`config.mk`:
```
export PLATFORM = sky130hd
export DESIGN_NAME = cache_refill_engine
export DESIGN_NICKNAME = d
export VERILOG_FILES = /design/src/rtl/cache_pkg.sv /design/src/rtl/cache_refill_watchdog.sv /design/src/rtl/cache_refill_engine.sv
export SDC_FILE = /design/constraint.sdc
export NUM_CORES = 1
export LEC_CHECK = 0
export CELL_PAD_IN_SITES_DETAIL_PLACEMENT = 1
export CELL_PAD_IN_SITES_GLOBAL_PLACEMENT = 1
export CORE_MARGIN = 2
export CORE_UTILIZATION = 40
export CTS_BUF_LIST = sky130_fd_sc_hd__clkbuf_8
export DETAILED_ROUTE_END_ITERATION = 10
export GPL_TIMING_DRIVEN = 0
export PLACE_DENSITY = 0.87
export RECOVER_POWER = 50
export SKIP_CTS_REPAIR_TIMING = 1
export SYNTH_ARGS = -nofsm -noshare
export SYNTH_HDL_FRONTEND = slang
export SYNTH_HIERARCHICAL = 1
export SYNTH_SLANG_ARGS = --single-unit
```
`constraint.sdc`:
```
create_clock -name clk -period 3.55 [get_ports clk]
set_input_delay 0.71 -clock clk [delete_from_list [all_inputs] [get_ports clk]]
set_output_delay 0.71 -clock clk [all_outputs]
set_load 0.02 [all_outputs]
```
`src/rtl/cache_pkg.sv`:
```
// Shared definitions for the cache refill path: FSM state encoding,
// line geometry helpers and the line-slot select macro.

`ifndef CACHE_LINE_SLOT
`define CACHE_LINE_SLOT(k, w) ((k) * (w)) +: (w)
`endif

package cache_pkg;

    typedef enum logic [1:0] {
        ST_IDLE = 2'd0,
        ST_REQ  = 2'd1,
        ST_DONE = 2'd2,
        ST_ERR  = 2'd3
    } refill_state_e;

    localparam int INDEX_W = 6;

    function automatic int off_w(input int block_size);
        return $clog2(block_size);
    endfunction

    function automatic int tag_w(input int addr_width, input int block_size);
        return addr_width - off_w(block_size) - INDEX_W;
    endfunction

endpackage

```
`src/rtl/cache_refill_watchdog.sv`:
```
// Per-beat ack watchdog for the refill engine. Counts REQ cycles without
// an ack and flags expiry once the count reaches TIMEOUT_CYCLES-1.
// Instantiated only when CACHE_REFILL_TIMEOUT_EN is defined.

module cache_refill_watchdog #(
    parameter int TIMEOUT_CYCLES = 64
) (
    input  logic clk,
    input  logic pon_rst_n_i,
    input  logic clear_i,
    input  logic run_i,
    output logic expired_o
);

    localparam int CNT_W = $clog2(TIMEOUT_CYCLES) + 1;
    localparam logic [CNT_W-1:0] TERM = CNT_W'(TIMEOUT_CYCLES - 1);

    logic [CNT_W-1:0] cnt_q;

    // Clear on accept/ack, otherwise count waiting REQ cycles, holding at the limit.
    always_ff @(posedge clk) begin
        if (!pon_rst_n_i) begin
            cnt_q <= '0;
        end else if (clear_i) begin
            cnt_q <= '0;
        end else if (run_i && (cnt_q != TERM)) begin
            cnt_q <= cnt_q + CNT_W'(1);
        end
    end

    assign expired_o = (cnt_q == TERM);

endmodule

```
`src/rtl/cache_refill_engine.sv`:
```
// Miss line-fill engine: accepts one miss, reads BLOCK_SIZE words over a
// req/ack bus and presents the assembled line with index/tag.
// Optional ack watchdog enabled by defining CACHE_REFILL_TIMEOUT_EN.

module cache_refill_engine
    import cache_pkg::*;
#(
    parameter int ADDR_WIDTH     = 12,
    parameter int DATA_WIDTH     = 32,
    parameter int BLOCK_SIZE     = 4,
    parameter int TIMEOUT_CYCLES = 64
) (
    input  logic                                        clk,
    input  logic                                        pon_rst_n_i,
    input  logic                                        miss_valid,
    input  logic [ADDR_WIDTH-1:0]                       miss_addr,
    output logic                                        miss_ready,
    output logic                                        mem_req,
    output logic [ADDR_WIDTH-1:0]                       mem_addr,
    input  logic                                        mem_ack,
    input  logic [DATA_WIDTH-1:0]                       mem_rdata,
    output logic                                        fill_valid,
    output logic [INDEX_W-1:0]                          fill_index,
    output logic [tag_w(ADDR_WIDTH, BLOCK_SIZE)-1:0]    fill_tag,
    output logic [DATA_WIDTH*BLOCK_SIZE-1:0]            fill_data,
    output logic                                        fill_error,
    output logic                                        busy
);

    localparam int OFF_W  = off_w(BLOCK_SIZE);
    localparam int LADR_W = ADDR_WIDTH - OFF_W;
    localparam int LINE_W = DATA_WIDTH * BLOCK_SIZE;
    localparam logic [OFF_W-1:0] LAST_BEAT = OFF_W'(BLOCK_SIZE - 1);

    refill_state_e     state_q;
    logic [LADR_W-1:0] line_addr_q;
    logic [OFF_W-1:0]  beat_q;
    logic [OFF_W-1:0]  beat_nxt;
    logic [LINE_W-1:0] line_q;
    logic              mem_req_q;
    logic [ADDR_WIDTH-1:0] mem_addr_q;
    logic              fill_valid_q;
    logic              fill_error_q;
    logic              accept;

    assign accept   = miss_valid && (state_q == ST_IDLE);
    assign beat_nxt = beat_q + OFF_W'(1);

`ifdef CACHE_REFILL_TIMEOUT_EN
    logic wd_expired;

    cache_refill_watchdog #(
        .TIMEOUT_CYCLES (TIMEOUT_CYCLES)
    ) u_watchdog (
        .clk         (clk),
        .pon_rst_n_i (pon_rst_n_i),
        .clear_i     (accept || ((state_q == ST_REQ) && mem_ack)),
        .run_i       ((state_q == ST_REQ) && !mem_ack),
        .expired_o   (wd_expired)
    );
`endif

    // Refill sequencer with registered bus and fill outputs.
    always_ff @(posedge clk) begin
        if (!pon_rst_n_i) begin
            state_q      <= ST_IDLE;
            line_addr_q  <= '0;
            beat_q       <= '0;
            line_q       <= '0;
            mem_req_q    <= 1'b0;
            mem_addr_q   <= '0;
            fill_valid_q <= 1'b0;
            fill_error_q <= 1'b0;
        end else begin
            fill_valid_q <= 1'b0;
            fill_error_q <= 1'b0;
            case (state_q)
                ST_IDLE: begin
                    if (accept) begin
                        line_addr_q <= miss_addr[ADDR_WIDTH-1:OFF_W];
                        mem_addr_q  <= {miss_addr[ADDR_WIDTH-1:OFF_W], {OFF_W{1'b0}}};
                        beat_q      <= '0;
                        line_q      <= '0;
                        mem_req_q   <= 1'b1;
                        state_q     <= ST_REQ;
                    end
                end
                ST_REQ: begin
                    if (mem_ack) begin
                        line_q[`CACHE_LINE_SLOT(beat_q, DATA_WIDTH)] <= mem_rdata;
                        beat_q <= beat_nxt;
                        if (beat_q == LAST_BEAT) begin
                            mem_req_q <= 1'b0;
                            state_q   <= ST_DONE;
                        end else begin
                            // Only the offset field advances; the line address is fixed.
                            mem_addr_q <= {line_addr_q, beat_nxt};
                        end
                    end
`ifdef CACHE_REFILL_TIMEOUT_EN
                    else if (wd_expired) begin
                        mem_req_q <= 1'b0;
                        state_q   <= ST_ERR;
                    end
`endif
                end
                ST_DONE: begin
                    fill_valid_q <= 1'b1;
                    state_q      <= ST_IDLE;
                end
                ST_ERR: begin
                    fill_valid_q <= 1'b1;
                    fill_error_q <= 1'b1;
                    state_q      <= ST_IDLE;
                end
                default: state_q <= ST_IDLE;
            endcase
        end
    end

    assign miss_ready = (state_q == ST_IDLE);
    assign busy       = ~miss_ready;
    assign mem_req    = mem_req_q;
    assign mem_addr   = mem_addr_q;
    assign fill_valid = fill_valid_q;
    assign fill_error = fill_error_q;
    assign fill_index = line_addr_q[INDEX_W-1:0];
    assign fill_tag   = line_addr_q[LADR_W-1:INDEX_W];
    assign fill_data  = line_q;

endmodule

```
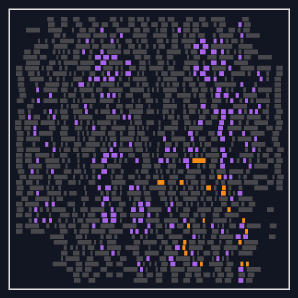
(run_1/gates.png)
Drawn at 2 px/µm.
color	family	cells	most used
orange	nor cells	19	nor3_1
purple	aoi and oai cells	182	a21oi_1
non-filler cells, final: 1295
combinational share of cell area: 36.6%
commonest non-fill, non-tap cell in the layout: dfxtp_1

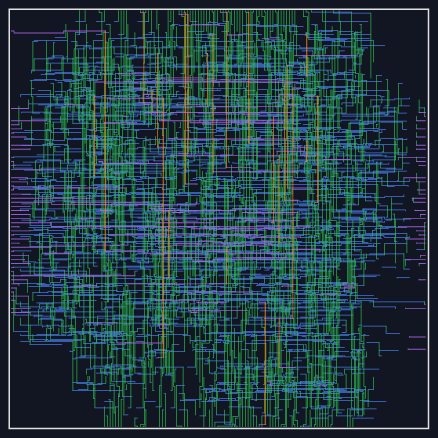
(run_1/layers.png)
Drawn at 3 px/µm.
color	layer	wire length
green	M2	13900 µm
blue	M1	12300 µm
purple	M3	1980 µm
orange	M4	886 µm

==> changes_impl.md, run 1 <==
## Implementation

* Final Slew Violations at 0
* Worst slew margin at about 44%
* Initial DRC count at 726
* Worst-path clk slew at roughly 0.09 ns
* CTS H-Tree Depth at 4
* Design Power at about 3.8 mW
* DR vias/cell at 5.96
* Setup TNS at 0 ns
* Pin count of the biggest net entering global routing at 17
* Crit path top cell by count: clkbuf_1
* Outcome: finished, final reports clean
* Logic area at between 0.003 and 0.004 mm²
* Worst Setup Start Kind: input port
* Flops out of synthesis at 157
* CTS tree: done
* Yosys warning count at 6
* Area after DPL at just under 0.01 mm²
* CP max stage delay at roughly 0.60 ns
* Worst path cell trace: dlygate4sd3_1 > or3b_1 > clkbuf_1 > clkbuf_1 > buf_1 > nand3_1 > a21oi_1
* Port Buffers at ~200
* Antenna diodes at 0
* Max Root-Sink Buffers at 2
* Hold Vio Cnt, Final at 0
* Asr flop ratio synth at 0%
* DRC Markers at 0
* Vias in the first global route at roughly 7.6k
* Total Wirelength at ~29000 µm
* WL met1 at around 12000 µm
* Netlist cell types at between 40 and 50
* Leakage power total at 3.85 nW
* Ys flop type: dfxtp_1
* Tmin final at 3.02 ns
* Crit Path Max Fanout at 10
* Met2 WL post-DR at 13900 µm
* Busiest grt layer: met2
* Chip area line of the yosys report at ~0.0073 mm²
* Floorplan core density at 40.7%
* Worst EP arrival at roughly 3.4 ns
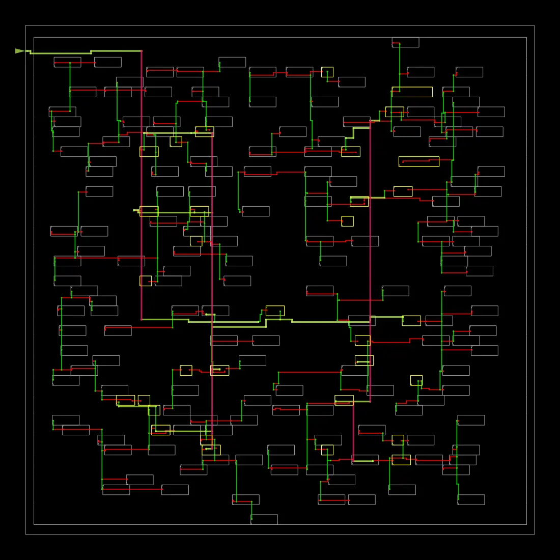
(run_1/clock_nets.png)
clkbuf count: 17
flip-flops: 157
clock group total power: 1.44 mW
clk_skew: 0.0138 ns
clk sinks: 157

==> run 1: final timing paths <==
kind | from | end | slack (ns) | depth (start not counted)
max reg2reg | beat_q[0] | fill_data[110] | 0.73 | 8
max | miss_valid | fill_data[108] | 0.53 | 7
min reg2reg | fill_data[40] | fill_data[40] | 0.46 | 2
min | fill_data[40] | fill_data[40] | 0.46 | 2
==> run 1: layout make-up <==
type                       count  share of cell area (%)
timing repair buffer         200                    20.0
sequential                   157                    31.4
clock inverter                15                    1.76
tap                          229                    2.87
inverter                       4                   0.150
clock buffer                  17                    2.34
buffer                       113                    4.84
multi-input combinational    560                    36.6
==> run 1: logic make-up (layout without fill, tap and decap cells) <==
logic type                 count (synthesis)  after routing  synth area share (%)
and+or+nand+nor                          289            289                  21.7
AOI/OAI and AO/OA                        223            223                  21.5
DFF                                      157            157                  43.0
buffers and inverters                    117            349                  7.06
muxes                                     42             42                  5.75
adders and majority gates                  6              6                  1.03
==> run 1: cells in the mapped netlist, types with 3 or more instances <==
master	count	area [µm²]
o211ai_1	28	210
nand2_1	92	345
o2111ai_1	31	272
mux2i_1	42	420
ha_1	6	75.1
a21oi_1	109	546
buf_1	13	48.8
clkbuf_1	65	244
buf_2	29	145
nor2b_1	3	18.8
nand3_1	130	651
and4b_1	30	300
buf_6	5	56.3
nor3_1	11	55.1
o21ai_0	3	15.0
a2111o_1	36	405
dfxtp_1	157	3140
inv_1	4	15.0
a211oi_1	10	75.1
==> run 1: flip-flops by register name (all words and copies together), names as in the netlist <==
name / count
beat_q: 2
fill_error: 1
fill_data: 128
state_q: 2
mem_addr: 12
fill_valid: 1
line_addr_q: 10
mem_req: 1
==> run 1: power by group <==
part           switching [mW]  internal [mW]
sequential             0.0219           1.80
clock                   0.787          0.651
combinational           0.369          0.193
total                    1.18           2.64
--- run 2 (diff from run 1) ---
--- a/config.mk
+++ b/config.mk
@@ -14,7 +14,9 @@
 export GPL_TIMING_DRIVEN = 0
 export PLACE_DENSITY = 0.87
 export RECOVER_POWER = 50
+export REMOVE_ABC_BUFFERS = 1
 export SKIP_CTS_REPAIR_TIMING = 1
+export SLEW_MARGIN = 0
 export SYNTH_ARGS = -nofsm -noshare
 export SYNTH_HDL_FRONTEND = slang
 export SYNTH_HIERARCHICAL = 1
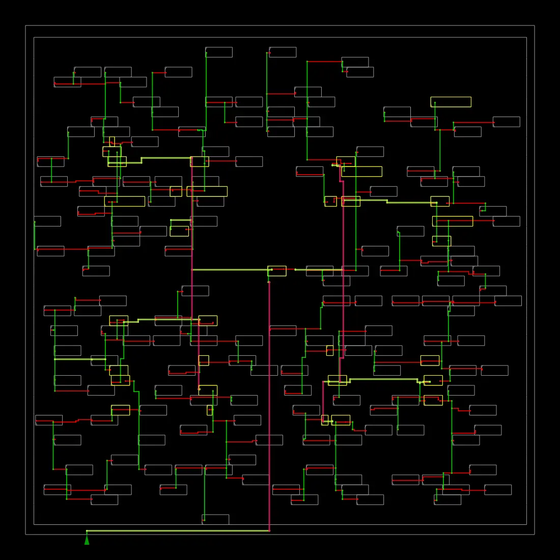
(run_2/clock_nets.png)
Clock Latency Late Sink: 0.46 ns
clock group total power: 1.58 mW
CTS Buf Count: 17

==> run 2 against run 1 <==
Against the previous run:
- the run now ends with max-capacitance violations, max-slew violations left
- core utilization fell by 0.34 points
- synthesized cell count did not move
- flip-flop count did not move
- maximum frequency fell by 9.9%
- total power rose by 3.4%
- via count fell by 6.2%
- die size did not move
- cell count fell by 7.1%
- register-to-register slack got worse by 0.47 ns
- clock-buffer cell count rose by 3
- worst hold slack got worse by 0.0069 ns
- setup slack got worse by 0.33 ns
==> changes_impl.md, run 2 <==
## Implementation

* Outcome: complete, but fails checks
* Violated checks: max-capacitance violations, max-slew violations
* Final Slew Violations at 40 (+40)
* Leading power group: sequential cells
* Worst EP arrival at 3.73 ns (+0.30 ns)
* Clk_skew at 0.0111 ns (-0.00271 ns)
* Tmin final at 3.35 ns (+0.332 ns)
* DR vias/cell at 6.02 (+1.0%)
* Ys flop type: dfxtp_1
* Cell depth of the worst flop-to-flop path at 4 (-4)
* Antenna diodes at 0 (unchanged)
* Synth top cells by count: 157 x dfxtp_1, 130 x nand3_1, 109 x a21oi_1
* Flop2flop setup slack at 0.26 ns (-0.47 ns)
* Switching Fraction at 26.8% (-4.0 points)
* Max-cap viol count at 1
* Worst-path clk slew at 0.08 ns (about the same)
* Initial DRC count at 348 (-52%)
* RR Startpoint: beat_q[0]
* CTS tree: done
* Total Wirelength at 26500 µm (-8.8%)
* Sequential power at 1.82 mW (about the same)
* Commonest non-fill, non-tap cell in the layout: dfxtp_1
* Floorplan core density at 40.7% (unchanged)
* Netlist cell types at 42 (unchanged)
* Area after DPL at 0.00945 mm² (-1.6%)
run 2: cell counts after synthesis:
Identical to the previous run, type by type.
run 2: cells by family (layout without fill, tap and decap cells):
group	count (synthesis)	after routing	share of synthesized area, %
and+or+nand+nor	289	290	21.7
DFF	157	157	43.0
muxes	42	42	5.75
AOI/OAI and AO/OA	223	223	21.5
adders and majority gates	6	6	1.03
buffers and inverters	117	256	7.06
run 2: layout make-up:
cell class	instances	area (µm²)	share of cell area, %
clock buffer	20	275	2.77
tap	229	287	2.88
sequential	157	3140	31.6
multi-input combinational	561	3710	37.3
inverter	4	17.5	0.176
clock inverter	12	193	1.94
timing repair buffer	220	2310	23.3
run 2: metal layers:
| metal | vias to the layer above | GRT usage, % | part of all wire, % |
|---|---|---|---|
| met2 | 211 | 47.0 | 51 |
| met5 | - | 0 | 0 |
| li1 | 3363 | - | - |
| met4 | 0 | 7.71 | 1.5 |
| met3 | 28 | 5.23 | 5.0 |
| met1 | 3643 | 33.3 | 43 |
run 2: how the worst max path moves through the flow:
stage	slack (ns)	endpoint
global placement	-6.34	mem_addr[0]
CTS	-0.33	fill_data[78]
floorplan	-2.29	mem_addr[0]
global route	0.03	fill_data[26]
finish	0.20	fill_data[26]
detailed placement	-0.33	fill_data[78]
run 2: worst min-delay path: stages, from the launching register on:
cell	delay, ns
dfxtp_1	0.31
nand2_1	0.05
mux2i_1	0.05
run 2: metrics by stage:
step | worst slack [ns] | setup TNS (ns)
4_1_cts | -0.332 | -2.00
6_report | 0.198 | 0
3_3_place_gp | -6.34 | -610.66
5_1_grt | 0.0337 | 0
2_1_floorplan | -2.29 | -177.33
3_5_place_dp | -0.327 | -2.07
Power and IR drop assume default switching activity.
